==> src/rtl/riscv_pkg.sv <==
// Shared encodings for the RV32I controller: opcodes, funct3 values, ALU
// operations, immediate selects, result selects and the E-stage bundle.
package riscv_pkg;

  // Base opcodes (InstrD[6:0])
  localparam logic [6:0] OP_LOAD   = 7'b0000011;
  localparam logic [6:0] OP_STORE  = 7'b0100011;
  localparam logic [6:0] OP_RTYPE  = 7'b0110011;
  localparam logic [6:0] OP_ITYPE  = 7'b0010011;
  localparam logic [6:0] OP_BRANCH = 7'b1100011;
  localparam logic [6:0] OP_JAL    = 7'b1101111;
  localparam logic [6:0] OP_JALR   = 7'b1100111;
  localparam logic [6:0] OP_LUI    = 7'b0110111;
  localparam logic [6:0] OP_AUIPC  = 7'b0010111;

  // funct3 for OP / OP-IMM
  localparam logic [2:0] F3_ADD  = 3'b000;
  localparam logic [2:0] F3_SLL  = 3'b001;
  localparam logic [2:0] F3_SLT  = 3'b010;
  localparam logic [2:0] F3_SLTU = 3'b011;
  localparam logic [2:0] F3_XOR  = 3'b100;
  localparam logic [2:0] F3_SR   = 3'b101;
  localparam logic [2:0] F3_OR   = 3'b110;
  localparam logic [2:0] F3_AND  = 3'b111;

  // ALU operations
  localparam logic [3:0] ALU_ADD   = 4'd0;
  localparam logic [3:0] ALU_SUB   = 4'd1;
  localparam logic [3:0] ALU_AND   = 4'd2;
  localparam logic [3:0] ALU_OR    = 4'd3;
  localparam logic [3:0] ALU_XOR   = 4'd4;
  localparam logic [3:0] ALU_SLT   = 4'd5;
  localparam logic [3:0] ALU_SLTU  = 4'd6;
  localparam logic [3:0] ALU_SLL   = 4'd7;
  localparam logic [3:0] ALU_SRL   = 4'd8;
  localparam logic [3:0] ALU_SRA   = 4'd9;
  localparam logic [3:0] ALU_PASSB = 4'd10;

  // Immediate format selects
  localparam logic [2:0] IMM_I = 3'b000;
  localparam logic [2:0] IMM_S = 3'b001;
  localparam logic [2:0] IMM_B = 3'b010;
  localparam logic [2:0] IMM_J = 3'b011;
  localparam logic [2:0] IMM_U = 3'b100;

  // Writeback result selects
  localparam logic [1:0] RES_ALU = 2'b00;
  localparam logic [1:0] RES_MEM = 2'b01;
  localparam logic [1:0] RES_PC4 = 2'b10;

  // Control bundle carried from decode into the E stage
  typedef struct packed {
    logic       regWrite;
    logic       memWrite;
    logic       jump;
    logic       jalr;
    logic       branch;
    logic       aluSrc;
    logic       aluSrcA;
    logic [1:0] resultSrc;
    logic [3:0] aluControl;
    logic [2:0] funct3;
    logic       illegal;
  } ctrl_e_t;

  // A bubble is the all-zero bundle
  localparam ctrl_e_t CTRL_BUBBLE = '0;

  // ALU op for OP / OP-IMM; only register-register ops may select SUB
  function automatic logic [3:0] aluFromFunct3(input logic [2:0] f3,
                                               input logic       alt,
                                               input logic       isRegOp);
    logic [3:0] op;
    op = ALU_ADD;
    case (f3)
      F3_ADD:  op = (isRegOp && alt) ? ALU_SUB : ALU_ADD;
      F3_SLL:  op = ALU_SLL;
      F3_SLT:  op = ALU_SLT;
      F3_SLTU: op = ALU_SLTU;
      F3_XOR:  op = ALU_XOR;
      F3_SR:   op = alt ? ALU_SRA : ALU_SRL;
      F3_OR:   op = ALU_OR;
      F3_AND:  op = ALU_AND;
      default: op = ALU_ADD;
    endcase
    return op;
  endfunction

endpackage

==> src/rtl/main_decoder_ext.sv <==
// Combinational RV32I main decoder: opcode/funct3/funct7 to the E-stage
// control bundle plus the immediate select used in decode.
module main_decoder_ext
  import riscv_pkg::*;
#(
  parameter int TRAP_ILLEGAL = 1
) (
  input  logic [6:0] opcode,
  input  logic [2:0] funct3,
  input  logic [6:0] funct7,
  output ctrl_e_t    ctrl,
  output logic [2:0] immSrc
);

  logic illegal;
  logic alt;

  assign alt = funct7[5];

  // Decode one instruction; illegal encodings collapse to a bubble with the trap flag
  always_comb begin
    ctrl        = CTRL_BUBBLE;
    ctrl.funct3 = funct3;
    immSrc      = IMM_I;
    illegal     = 1'b0;
    case (opcode)
      OP_LOAD: begin
        ctrl.regWrite   = 1'b1;
        ctrl.aluSrc     = 1'b1;
        ctrl.resultSrc  = RES_MEM;
        ctrl.aluControl = ALU_ADD;
        immSrc          = IMM_I;
        illegal         = (funct3 == 3'b011) || (funct3[2:1] == 2'b11);
      end
      OP_STORE: begin
        ctrl.memWrite   = 1'b1;
        ctrl.aluSrc     = 1'b1;
        ctrl.aluControl = ALU_ADD;
        immSrc          = IMM_S;
        illegal         = funct3[2] || (funct3 == 3'b011);
      end
      OP_RTYPE: begin
        ctrl.regWrite   = 1'b1;
        ctrl.aluControl = aluFromFunct3(funct3, alt, 1'b1);
        illegal         = !((funct7 == 7'h00) || (funct7 == 7'h20));
      end
      OP_ITYPE: begin
        ctrl.regWrite   = 1'b1;
        ctrl.aluSrc     = 1'b1;
        ctrl.aluControl = aluFromFunct3(funct3, alt, 1'b0);
        immSrc          = IMM_I;
      end
      OP_BRANCH: begin
        ctrl.branch = 1'b1;
        immSrc      = IMM_B;
        case (funct3[2:1])
          2'b00:   ctrl.aluControl = ALU_SUB;
          2'b10:   ctrl.aluControl = ALU_SLT;
          2'b11:   ctrl.aluControl = ALU_SLTU;
          default: ctrl.aluControl = ALU_ADD;
        endcase
        illegal = (funct3[2:1] == 2'b01);
      end
      OP_JAL: begin
        ctrl.regWrite   = 1'b1;
        ctrl.jump       = 1'b1;
        ctrl.aluSrc     = 1'b1;
        ctrl.resultSrc  = RES_PC4;
        ctrl.aluControl = ALU_ADD;
        immSrc          = IMM_J;
      end
      OP_JALR: begin
        ctrl.regWrite   = 1'b1;
        ctrl.jump       = 1'b1;
        ctrl.jalr       = 1'b1;
        ctrl.aluSrc     = 1'b1;
        ctrl.resultSrc  = RES_PC4;
        ctrl.aluControl = ALU_ADD;
        immSrc          = IMM_I;
      end
      OP_LUI: begin
        ctrl.regWrite   = 1'b1;
        ctrl.aluSrc     = 1'b1;
        ctrl.aluControl = ALU_PASSB;
        immSrc          = IMM_U;
      end
      OP_AUIPC: begin
        ctrl.regWrite   = 1'b1;
        ctrl.aluSrc     = 1'b1;
        ctrl.aluSrcA    = 1'b1;
        ctrl.aluControl = ALU_ADD;
        immSrc          = IMM_U;
      end
      default: illegal = 1'b1;
    endcase
    if (illegal) begin
      ctrl         = CTRL_BUBBLE;
      ctrl.illegal = (TRAP_ILLEGAL != 0);
      immSrc       = IMM_I;
    end
  end

endmodule

==> src/rtl/controller_pipe.sv <==
// Pipelined controller: decodes in D and carries controls through E, M, W.
// E can stall or flush; while E stalls, M takes a bubble so the held
// instruction is not issued to memory twice. W never stalls.
module controller_pipe
  import riscv_pkg::*;
#(
  parameter int ALU_CTRL_W   = 4,
  parameter int IMM_SRC_W    = 3,
  parameter int TRAP_ILLEGAL = 1
) (
  input  logic                  clk,
  input  logic                  reset,
  input  logic [31:0]           InstrD,
  input  logic                  StallE,
  input  logic                  FlushE,
  input  logic                  FlushM,
  input  logic                  BranchTakenE,
  output logic [IMM_SRC_W-1:0]  ImmSrcD,
  output logic                  RegWriteE,
  output logic                  MemWriteE,
  output logic                  JumpE,
  output logic                  JalrE,
  output logic                  BranchE,
  output logic                  ALUSrcE,
  output logic                  ALUSrcAE,
  output logic [1:0]            ResultSrcE,
  output logic [ALU_CTRL_W-1:0] ALUControlE,
  output logic [2:0]            funct3E,
  output logic                  IllegalE,
  output logic                  PCSrcE,
  output logic                  RegWriteM,
  output logic                  MemWriteM,
  output logic [1:0]            ResultSrcM,
  output logic [2:0]            funct3M,
  output logic                  RegWriteW,
  output logic [1:0]            ResultSrcW
);

  ctrl_e_t    ctrlD;
  ctrl_e_t    ctrlE;
  logic [2:0] immSrcDec;
  logic       bubbleM;
  logic       unusedInstrBits;

  // Register/immediate fields are consumed by the datapath, not here
  assign unusedInstrBits = ^{InstrD[24:15], InstrD[11:7]};

  main_decoder_ext #(
    .TRAP_ILLEGAL(TRAP_ILLEGAL)
  ) uDecoder (
    .opcode(InstrD[6:0]),
    .funct3(InstrD[14:12]),
    .funct7(InstrD[31:25]),
    .ctrl  (ctrlD),
    .immSrc(immSrcDec)
  );

  assign ImmSrcD = IMM_SRC_W'(immSrcDec);

  // E register: reset and flush beat stall
  always_ff @(posedge clk) begin
    if (reset || FlushE) begin
      ctrlE <= CTRL_BUBBLE;
    end else if (!StallE) begin
      ctrlE <= ctrlD;
    end
  end

  // A held E instruction must not also advance into M
  assign bubbleM = reset || FlushM || (StallE && !FlushE);

  // M register: takes E contents or a bubble
  always_ff @(posedge clk) begin
    if (bubbleM) begin
      RegWriteM  <= 1'b0;
      MemWriteM  <= 1'b0;
      ResultSrcM <= 2'b00;
      funct3M    <= 3'b000;
    end else begin
      RegWriteM  <= ctrlE.regWrite;
      MemWriteM  <= ctrlE.memWrite;
      ResultSrcM <= ctrlE.resultSrc;
      funct3M    <= ctrlE.funct3;
    end
  end

  // W register: free-running copy of M, cleared only by reset
  always_ff @(posedge clk) begin
    if (reset) begin
      RegWriteW  <= 1'b0;
      ResultSrcW <= 2'b00;
    end else begin
      RegWriteW  <= RegWriteM;
      ResultSrcW <= ResultSrcM;
    end
  end

  assign RegWriteE   = ctrlE.regWrite;
  assign MemWriteE   = ctrlE.memWrite;
  assign JumpE       = ctrlE.jump;
  assign JalrE       = ctrlE.jalr;
  assign BranchE     = ctrlE.branch;
  assign ALUSrcE     = ctrlE.aluSrc;
  assign ALUSrcAE    = ctrlE.aluSrcA;
  assign ResultSrcE  = ctrlE.resultSrc;
  assign ALUControlE = ALU_CTRL_W'(ctrlE.aluControl);
  assign funct3E     = ctrlE.funct3;
  assign IllegalE    = ctrlE.illegal;
  assign PCSrcE      = ctrlE.jump | (ctrlE.branch & BranchTakenE);

endmodule

==> config.mk <==
export PLATFORM = sky130hd
export DESIGN_NAME = controller_pipe
export DESIGN_NICKNAME = d
export VERILOG_FILES = /design/src/rtl/riscv_pkg.sv /design/src/rtl/main_decoder_ext.sv /design/src/rtl/controller_pipe.sv
export SDC_FILE = /design/constraint.sdc
export NUM_CORES = 1
export LEC_CHECK = 0
export CAP_MARGIN = 20
export CORE_ASPECT_RATIO = 0.8
export CORE_MARGIN = 4
export CORE_UTILIZATION = 44
export CTS_CLUSTER_SIZE = 20
export DETAILED_ROUTE_END_ITERATION = 6
export GPL_TIMING_DRIVEN = 0
export PLACE_DENSITY_LB_ADDON = 0.08
export SLEW_MARGIN = 5
export SYNTH_ARGS = -nofsm -noshare
export SYNTH_HDL_FRONTEND = slang
export SYNTH_HIERARCHICAL = 1
export SYNTH_SLANG_ARGS = --single-unit
==> constraint.sdc <==
create_clock -name clk -period 5.3 [get_ports clk]
set_input_delay 1.325 -clock clk [delete_from_list [all_inputs] [get_ports clk]]
set_output_delay 1.325 -clock clk [all_outputs]
set_load 0.05 [all_outputs]
**Logic cells by family**

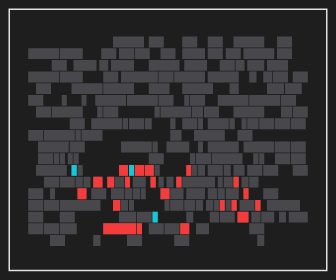
| color | family | cells | most used |
|---|---|---|---|
| red | nand cells | 21 | nand2_1 |
| cyan | inv cells | 3 | inv_1 |

**Met1 routing**

Supply wires on this layer in gray.
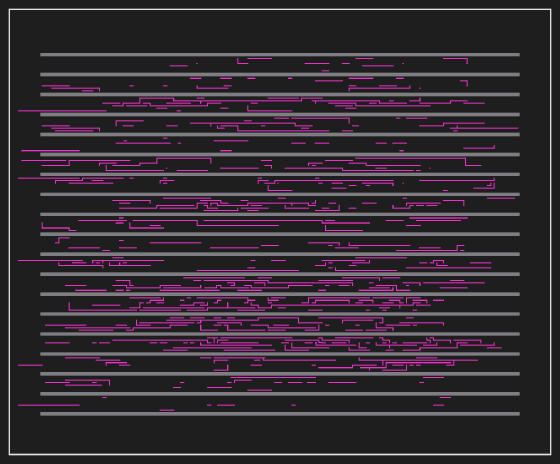
main direction: horizontal
nets with wire on the layer: 204
share of all routed wire: 44%

==> run notes <==
From the run reports.

- Setup repair after global routing left no endpoint under its margin.
- The die width is 73.61 um.
- The net count after synthesis is 197.
- The post-layout instance count excluding filler cells reads 251.
- The design internal power is 0.2866 mW.
- The kind of cell with the highest combined delay along the critical path is buffers and inverters.
- The number of DRC violations after detailed routing reads 0.
- The final critical-path share of the clock period is 0.9502.
- The layout buffer count excluding clock buffers reads 62.
- For reference, the final report shows the hold violation count at 0.
- The count of fill cells added during filler insertion is 261.
- In this run the register-to-register setup slack is 4630 ps.
- The run finished with clean final reports.
- Across all hold checks on the routed design, the worst slack comes to 467.8 ps.
- The synthesized-area fraction occupied by xor and xnor cells reads 0.01156.
- The highest attainable clock frequency is 0.1986 GHz.
- The share of total power consumed by net switching reads 0.2527.
- The yosys synthesis warning count is 6.
- The number of cells on the worst reg-to-reg path reads 1.
- Walking the worst path, the cells encountered are clkdlybuf4s50_1 -> buf_2 -> and3b_1 -> nand2_1 -> a21oi_2 -> nand4_4 -> nor4_4 -> dlygate4sd2_1.
- The total area of multi-input combinational cells is 859.6 um^2.
- Post-synth the commonest register cell is sky130_fd_sc_hd__dfxtp_1.
- The endpoint required time on the critical path reads 3970 ps.
- The setup path with the least slack is of type input port to output pin.
- The initial antenna violation count is 0.
- The final-layout setup total negative slack reads 0 ps.
[cell usage after synthesis, types with 2 or more instances]
cell / instances / area share
sky130_fd_sc_hd__o21ai_0: 3 / 0.0099
sky130_fd_sc_hd__nand3_1: 2 / 0.0066
sky130_fd_sc_hd__clkbuf_1: 2 / 0.0050
sky130_fd_sc_hd__inv_1: 3 / 0.0074
sky130_fd_sc_hd__buf_4: 3 / 0.015
sky130_fd_sc_hd__nor3_1: 6 / 0.020
sky130_fd_sc_hd__nor2_1: 28 / 0.069
sky130_fd_sc_hd__nor2b_1: 4 / 0.017
sky130_fd_sc_hd__a21o_1: 2 / 0.0099
sky130_fd_sc_hd__mux2i_1: 18 / 0.12
sky130_fd_sc_hd__nor4b_2: 6 / 0.059
sky130_fd_sc_hd__buf_2: 5 / 0.017
sky130_fd_sc_hd__nand2b_1: 2 / 0.0083
sky130_fd_sc_hd__buf_6: 3 / 0.022
sky130_fd_sc_hd__nand2_1: 10 / 0.025
sky130_fd_sc_hd__and3_1: 2 / 0.0083
sky130_fd_sc_hd__nand4_1: 5 / 0.021
sky130_fd_sc_hd__dfxtp_1: 27 / 0.36
sky130_fd_sc_hd__nor4_4: 2 / 0.028
sky130_fd_sc_hd__a21oi_1: 4 / 0.013
[flip-flops by register name (all words and copies together) (netlist names), 2 cells and up]
| signal | count |
|---|---|
| ALUControlE | 4 |
| funct3E | 3 |
| funct3M | 3 |
| ResultSrcE | 2 |
| ResultSrcM | 2 |
| ResultSrcW | 2 |
[metal layers]
metal  track usage  vias to the layer above  part of all wire
li1              -                      659                 -
met1        0.2276                      621              0.44
met4       0.03618                        0            0.0067
met2        0.2601                       84              0.45
met5             0                        -                 0
met3       0.05132                        4              0.11
No activity file was given, so power comes from the tool's default toggle rates.
